### src/rtl/mem_access.sv
// MEM stage data-memory access unit.
// Non-memory ops pass straight through to the write-back outputs. Aligned
// loads/stores issue a single request on the data bus, stall the pipeline
// until the bus acknowledges, then present the result for one DONE cycle.
// Misaligned ops raise a one-cycle misalign pulse and never touch the bus.
// While the bus access is pending the rd write enable is held low; the
// rd/csr address and data fields are always forwarded unchanged.
module mem_access (
  input  logic        clk,
  input  logic        rst,
  input  logic [5:0]  mem_rd_addr,
  input  logic        mem_rd_w_ena,
  input  logic [63:0] mem_wdata,
  input  logic [63:0] mem_mem_addr,
  input  logic [63:0] mem_mem_data,
  input  logic [3:0]  mem_inst_type,
  input  logic [4:0]  mem_exe_type,
  input  logic [11:0] mem_csr_w_addr,
  input  logic        mem_csr_w_ena,
  input  logic [63:0] mem_csr_wdata,
  output logic        dbus_req,
  output logic        dbus_we,
  output logic [63:0] dbus_addr,
  output logic [63:0] dbus_wdata,
  output logic [7:0]  dbus_wstrb,
  input  logic        dbus_ack,
  input  logic [63:0] dbus_rdata,
  output logic [5:0]  wb_rd_addr,
  output logic        wb_rd_w_ena,
  output logic [63:0] wb_wdata,
  output logic [11:0] wb_csr_w_addr,
  output logic        wb_csr_w_ena,
  output logic [63:0] wb_csr_wdata,
  output logic        stall_req,
  output logic        misalign
);

  typedef enum logic [1:0] {IDLE, WAIT, DONE} state_t;

  state_t      state;
  logic [63:0] ld_data;

  logic        is_load, is_store, is_mem;
  logic [1:0]  size;        // 0=byte 1=half 2=word 3=double
  logic        is_unsigned;
  logic [2:0]  a;
  logic        misaligned;
  logic        issue, bus_active;
  logic [63:0] st_data;
  logic [7:0]  st_strb;
  logic [63:0] rd_shift;
  logic [63:0] ld_val;
  logic        unused_ok;

  assign is_load     = (mem_inst_type == 4'h3);
  assign is_store    = (mem_inst_type == 4'h4);
  assign is_mem      = is_load | is_store;
  assign size        = mem_exe_type[1:0];
  assign is_unsigned = mem_exe_type[2];
  assign a           = mem_mem_addr[2:0];
  assign unused_ok   = ^mem_exe_type[4:3];

  assign issue      = (state == IDLE) && is_mem && !misaligned;
  assign bus_active = issue || (state == WAIT);
  assign rd_shift   = dbus_rdata >> {a, 3'b000};

  // Alignment check by access size
  always_comb begin
    misaligned = 1'b0;
    case (size)
      2'd1:    misaligned = a[0];
      2'd2:    misaligned = |a[1:0];
      2'd3:    misaligned = |a;
      default: misaligned = 1'b0;
    endcase
    misaligned = misaligned & is_mem;
  end

  // Store lane replication and byte strobes
  always_comb begin
    st_data = '0;
    st_strb = '0;
    case (size)
      2'd0: begin st_data = {8{mem_mem_data[7:0]}};  st_strb = 8'h01 << a; end
      2'd1: begin st_data = {4{mem_mem_data[15:0]}}; st_strb = 8'h03 << a; end
      2'd2: begin st_data = {2{mem_mem_data[31:0]}}; st_strb = 8'h0F << a; end
      default: begin st_data = mem_mem_data;         st_strb = 8'hFF;      end
    endcase
  end

  // Load lane extraction with sign/zero extension
  always_comb begin
    ld_val = '0;
    case (size)
      2'd0: ld_val = is_unsigned ? {56'b0, rd_shift[7:0]}
                                 : {{56{rd_shift[7]}}, rd_shift[7:0]};
      2'd1: ld_val = is_unsigned ? {48'b0, rd_shift[15:0]}
                                 : {{48{rd_shift[15]}}, rd_shift[15:0]};
      2'd2: ld_val = is_unsigned ? {32'b0, rd_shift[31:0]}
                                 : {{32{rd_shift[31]}}, rd_shift[31:0]};
      default: ld_val = rd_shift;
    endcase
  end

  // Access FSM and load-result register
  always_ff @(posedge clk or posedge rst) begin
    if (rst) begin
      state   <= IDLE;
      ld_data <= '0;
    end else begin
      case (state)
        IDLE: if (issue) begin
          if (dbus_ack) begin
            state <= DONE;
            if (is_load) ld_data <= ld_val;
          end else begin
            state <= WAIT;
          end
        end
        WAIT: if (dbus_ack) begin
          state <= DONE;
          if (is_load) ld_data <= ld_val;
        end
        DONE:    state <= IDLE;
        default: state <= IDLE;
      endcase
    end
  end

  // Bus, write-back and control outputs; rst forces all of them low at once
  always_comb begin
    dbus_req      = 1'b0;
    dbus_we       = 1'b0;
    dbus_addr     = '0;
    dbus_wdata    = '0;
    dbus_wstrb    = '0;
    wb_rd_addr    = '0;
    wb_rd_w_ena   = 1'b0;
    wb_wdata      = '0;
    wb_csr_w_addr = '0;
    wb_csr_w_ena  = 1'b0;
    wb_csr_wdata  = '0;
    stall_req     = 1'b0;
    misalign      = 1'b0;
    if (!rst) begin
      wb_rd_addr    = mem_rd_addr;
      wb_wdata      = mem_wdata;
      wb_csr_w_addr = mem_csr_w_addr;
      wb_csr_w_ena  = mem_csr_w_ena;
      wb_csr_wdata  = mem_csr_wdata;
      if (bus_active) begin
        dbus_req   = 1'b1;
        dbus_we    = is_store;
        dbus_addr  = {mem_mem_addr[63:3], 3'b000};
        dbus_wdata = is_store ? st_data : '0;
        dbus_wstrb = is_store ? st_strb : '0;
        stall_req  = 1'b1;
      end else if (state == DONE) begin
        wb_wdata    = is_load ? ld_data : mem_wdata;
        wb_rd_w_ena = mem_rd_w_ena && !is_store && (mem_rd_addr != 6'd0);
      end else begin
        misalign    = misaligned;
        wb_rd_w_ena = mem_rd_w_ena && !is_store && !misaligned
                      && (mem_rd_addr != 6'd0);
      end
    end
  end

endmodule

### config.mk
export PLATFORM = sky130hd
export DESIGN_NAME = mem_access
export DESIGN_NICKNAME = d
export VERILOG_FILES = /design/src/rtl/mem_access.sv
export SDC_FILE = /design/constraint.sdc
export NUM_CORES = 1
export LEC_CHECK = 0
export CELL_PAD_IN_SITES_DETAIL_PLACEMENT = 1
export CELL_PAD_IN_SITES_GLOBAL_PLACEMENT = 2
export CORE_ASPECT_RATIO = 0.8
export CORE_UTILIZATION = 13
export CTS_CLUSTER_DIAMETER = 30
export DETAILED_ROUTE_END_ITERATION = 7
export GPL_TIMING_DRIVEN = 0
export HOLD_SLACK_MARGIN = 0.08
export PLACE_DENSITY = 0.83
export REMOVE_ABC_BUFFERS = 1
export SYNTH_ARGS = -nofsm -noshare
export SYNTH_HDL_FRONTEND = slang
export SYNTH_SLANG_ARGS = --single-unit
### constraint.sdc
create_clock -name clk -period 2.6 [get_ports clk]
set_clock_uncertainty 0.05 [all_clocks]
set_input_delay 0.52 -clock clk [delete_from_list [all_inputs] [get_ports clk]]
set_output_delay 0.52 -clock clk [all_outputs]
set_load 0.005 [all_outputs]
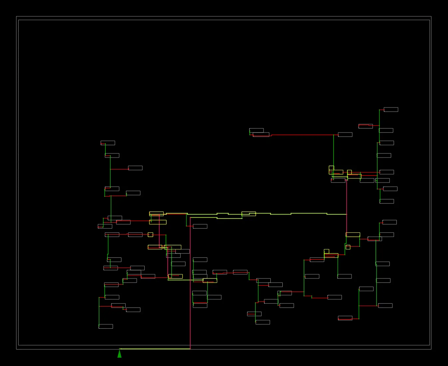
Figure 1: run 1, clock routing.
worst skew pair latency: 0.35 ns
Clock group: 1.42 mW
clock buffers: 9
CTS Buf Count: 9

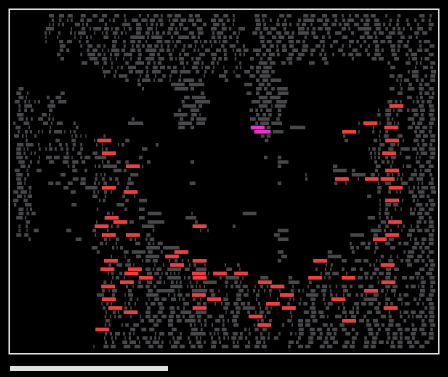
Figure 2: run 1, sequential cells colored by netlist name.
Scale bar: 100 um. Other cells in gray.
[magenta] state | placed flops: 2
[red] ld_data | placed flops: 64

==> flow_metrics.py, run 1 <==
# Generated from Yosys and OpenROAD reports
metrics = {
    "logic_synthesis": {
        "synth.logic.top_family": "simple AND/OR/NAND/NOR gates",
        "synth_top_area_share_pct": 21.9,
        "ys_ff": 66,
        "ys_top_cells_by_area": "dfrtp_1 (22%), nand2_1 (9.9%), nor2_1 (8.8%), nor2b_1 (7.5%), a21oi_1 (7.4%)",
        "netlist_top_cells_count": "nand2_1 (198), nor2_1 (177), a21oi_1 (111)",
        "synthCells": 1132,
        "synth_xor_xnor_area_share_pct": 0,
        "aoi_share_pct": 24.6,
    },
    "critical_path": {
        "crit_start": "mem_inst_type[1]",
        "crit_family": "AND-OR/OR-AND gates",
        "r2r_cells": 8,
    },
    "pwr": {
        "leakage_nw": 7.64,
        "ir_drop_uv": 291,
    },
    "cells_and_area": {
        "post_route_cells_drive_above_1_share_pct": 26.8,
        "layout.area.comb_um2": 6230,
        "fill_cells": 6806,
    },
    "drt": {
        "initialDrtViolationCount": 499,
    },
    "global_route": {
        "grt_use_met3_pct": 3.72,
        "globalRouteOverflowTotal": 0,
    },
    "timing": {
        "finalSetupViolCount": 138,
        "timing.final.ws_setup_ns": -0.429,
        "period_needed_ns": 3.03,
    },
    "die": {
        "die-area_um2": 58900,
    },
    "status": {
        "violations": "negative setup slack",
        "outcome": "complete, but fails checks",
    },
    "clock_tree": {
        "clockBufferDepth": 2,
    },
}
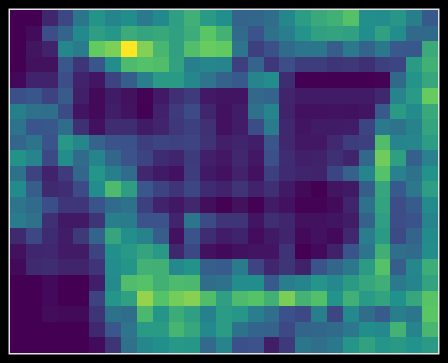
Figure 3: run 1, wire density map.
The die is cut into 27 by 22 equal tiles; dark purple is low, yellow is high, scaled to the fullest tile. Values are wire area over tile area, all layers added.
nearly empty tiles: 6.6%
tiles over half the peak: 22%
fullest tile: 0.54
emptiest ninth of the die: center
mean over tiles: 0.16

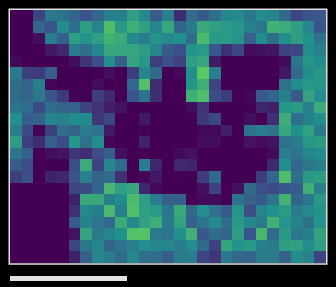
Figure 4: run 1, cell area per tile.
Scale bar: 100 um. The die is cut into 27 by 22 equal tiles; dark purple is low, yellow is high, 0 to 100% covered.
nearly empty tiles: 26%
emptiest ninth of the die: center
mean over tiles: 27%
fullest tile: 74%

Figure 5. Routed metal, one color a layer (run 1).
Two of the layers only.
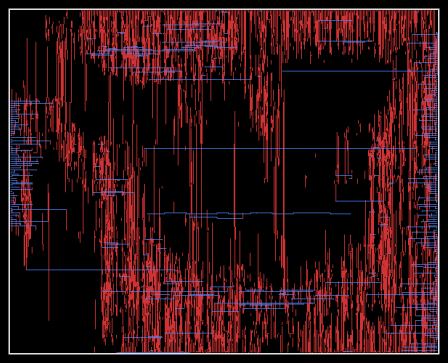

--- run 2 (diff from run 1) ---
CORE_AREA = 2 2 248 250   (was default)
CORE_ASPECT_RATIO = default   (was 0.8)
CORE_UTILIZATION = default   (was 13)
DIE_AREA = 0 0 250 252   (was default)
PLACE_DENSITY = 0.77   (was 0.83)
clock period = 2.8 ns   (was 2.6 ns; I/O delays follow)
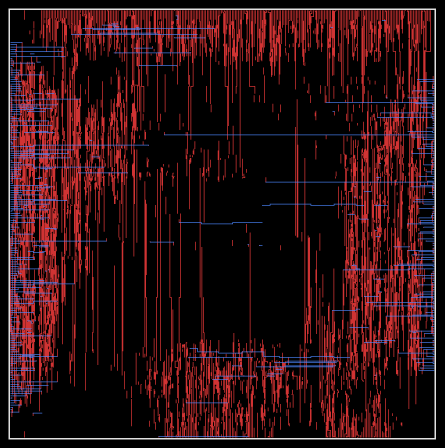
Figure 6: run 2, routed metal, one color a layer.
Two of the layers only.
[blue] metal 3 | wire length: 4080 um
[red] metal 2 | wire length: 31.9 mm
Post-Route WL: 64.8 mm
GRT Total Usage: 19.7%
WL per Instance: 24.8 um

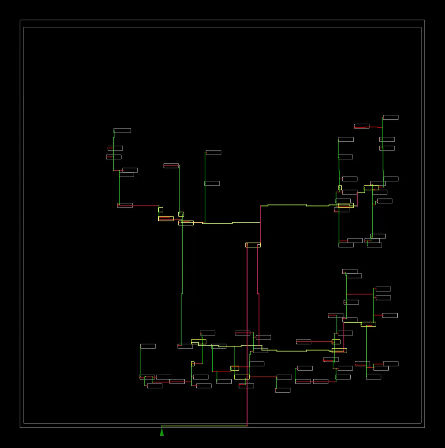
Figure 7: run 2, clock routing.
clock buffers: 11
worst skew pair latency: 0.36 ns

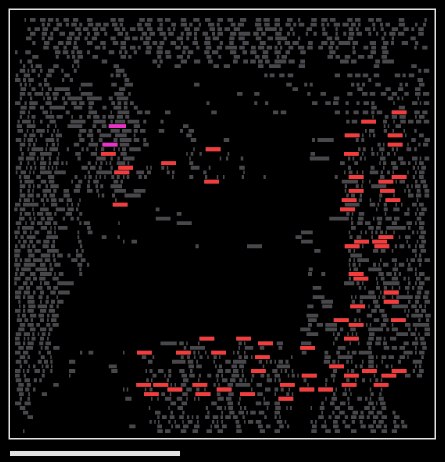
Figure 8: run 2, sequential cells colored by netlist name.
Scale bar: 100 um. Other cells in gray.
Seq/total area: 9.54%
seq pwr: 1.41 mW
post-route core utilization: 28.8%
register area: 1660 um2

==> flow_metrics.py, run 2 <==
# Generated from Yosys and OpenROAD reports
metrics = {
    "die": {
        "die-area_um2": 63000,
    },
    "cells_and_area": {
        "fill_cells": 7134,
        "layout.area.comb_um2": 6370,
    },
    "logic_synthesis": {
        "ys_ff": 66,
        "synth_xor_xnor_area_share_pct": 0,
        "synth.logic.top_family": "simple AND/OR/NAND/NOR gates",
        "ys_top_cells_by_area": "dfrtp_1 (22%), nand2_1 (9.9%), nor2_1 (8.8%), nor2b_1 (7.5%), a21oi_1 (7.4%)",
        "netlist_top_cells_count": "nand2_1 (198), nor2_1 (177), a21oi_1 (111)",
        "synth_top_area_share_pct": 21.9,
    },
    "pwr": {
        "powerComb_mw": 2.26,
        "clk-power_mw": 1.13,
        "leakage_nw": 7.22,
        "ir_drop_uv": 229,
    },
    "global_route": {
        "globalRouteOverflowTotal": 0,
        "grt_use_met3_pct": 4.79,
    },
    "critical_path": {
        "arrival_ns": 2.55,
        "crit_family": "AND-OR/OR-AND gates",
        "crit_start": "mem_inst_type[1]",
        "r2r_cells": 9,
    },
    "timing": {
        "finalSetupViolCount": 137,
        "timing.final.ws_setup_ns": -0.364,
        "period_needed_ns": 3.16,
    },
    "clock_tree": {
        "clockBufferDepth": 2,
    },
    "status": {
        "outcome": "complete, but fails checks",
        "violations": "negative setup slack",
    },
    "drt": {
        "initialDrtViolationCount": 571,
    },
}
No activity file was given, so power comes from the tool's default toggle rates.
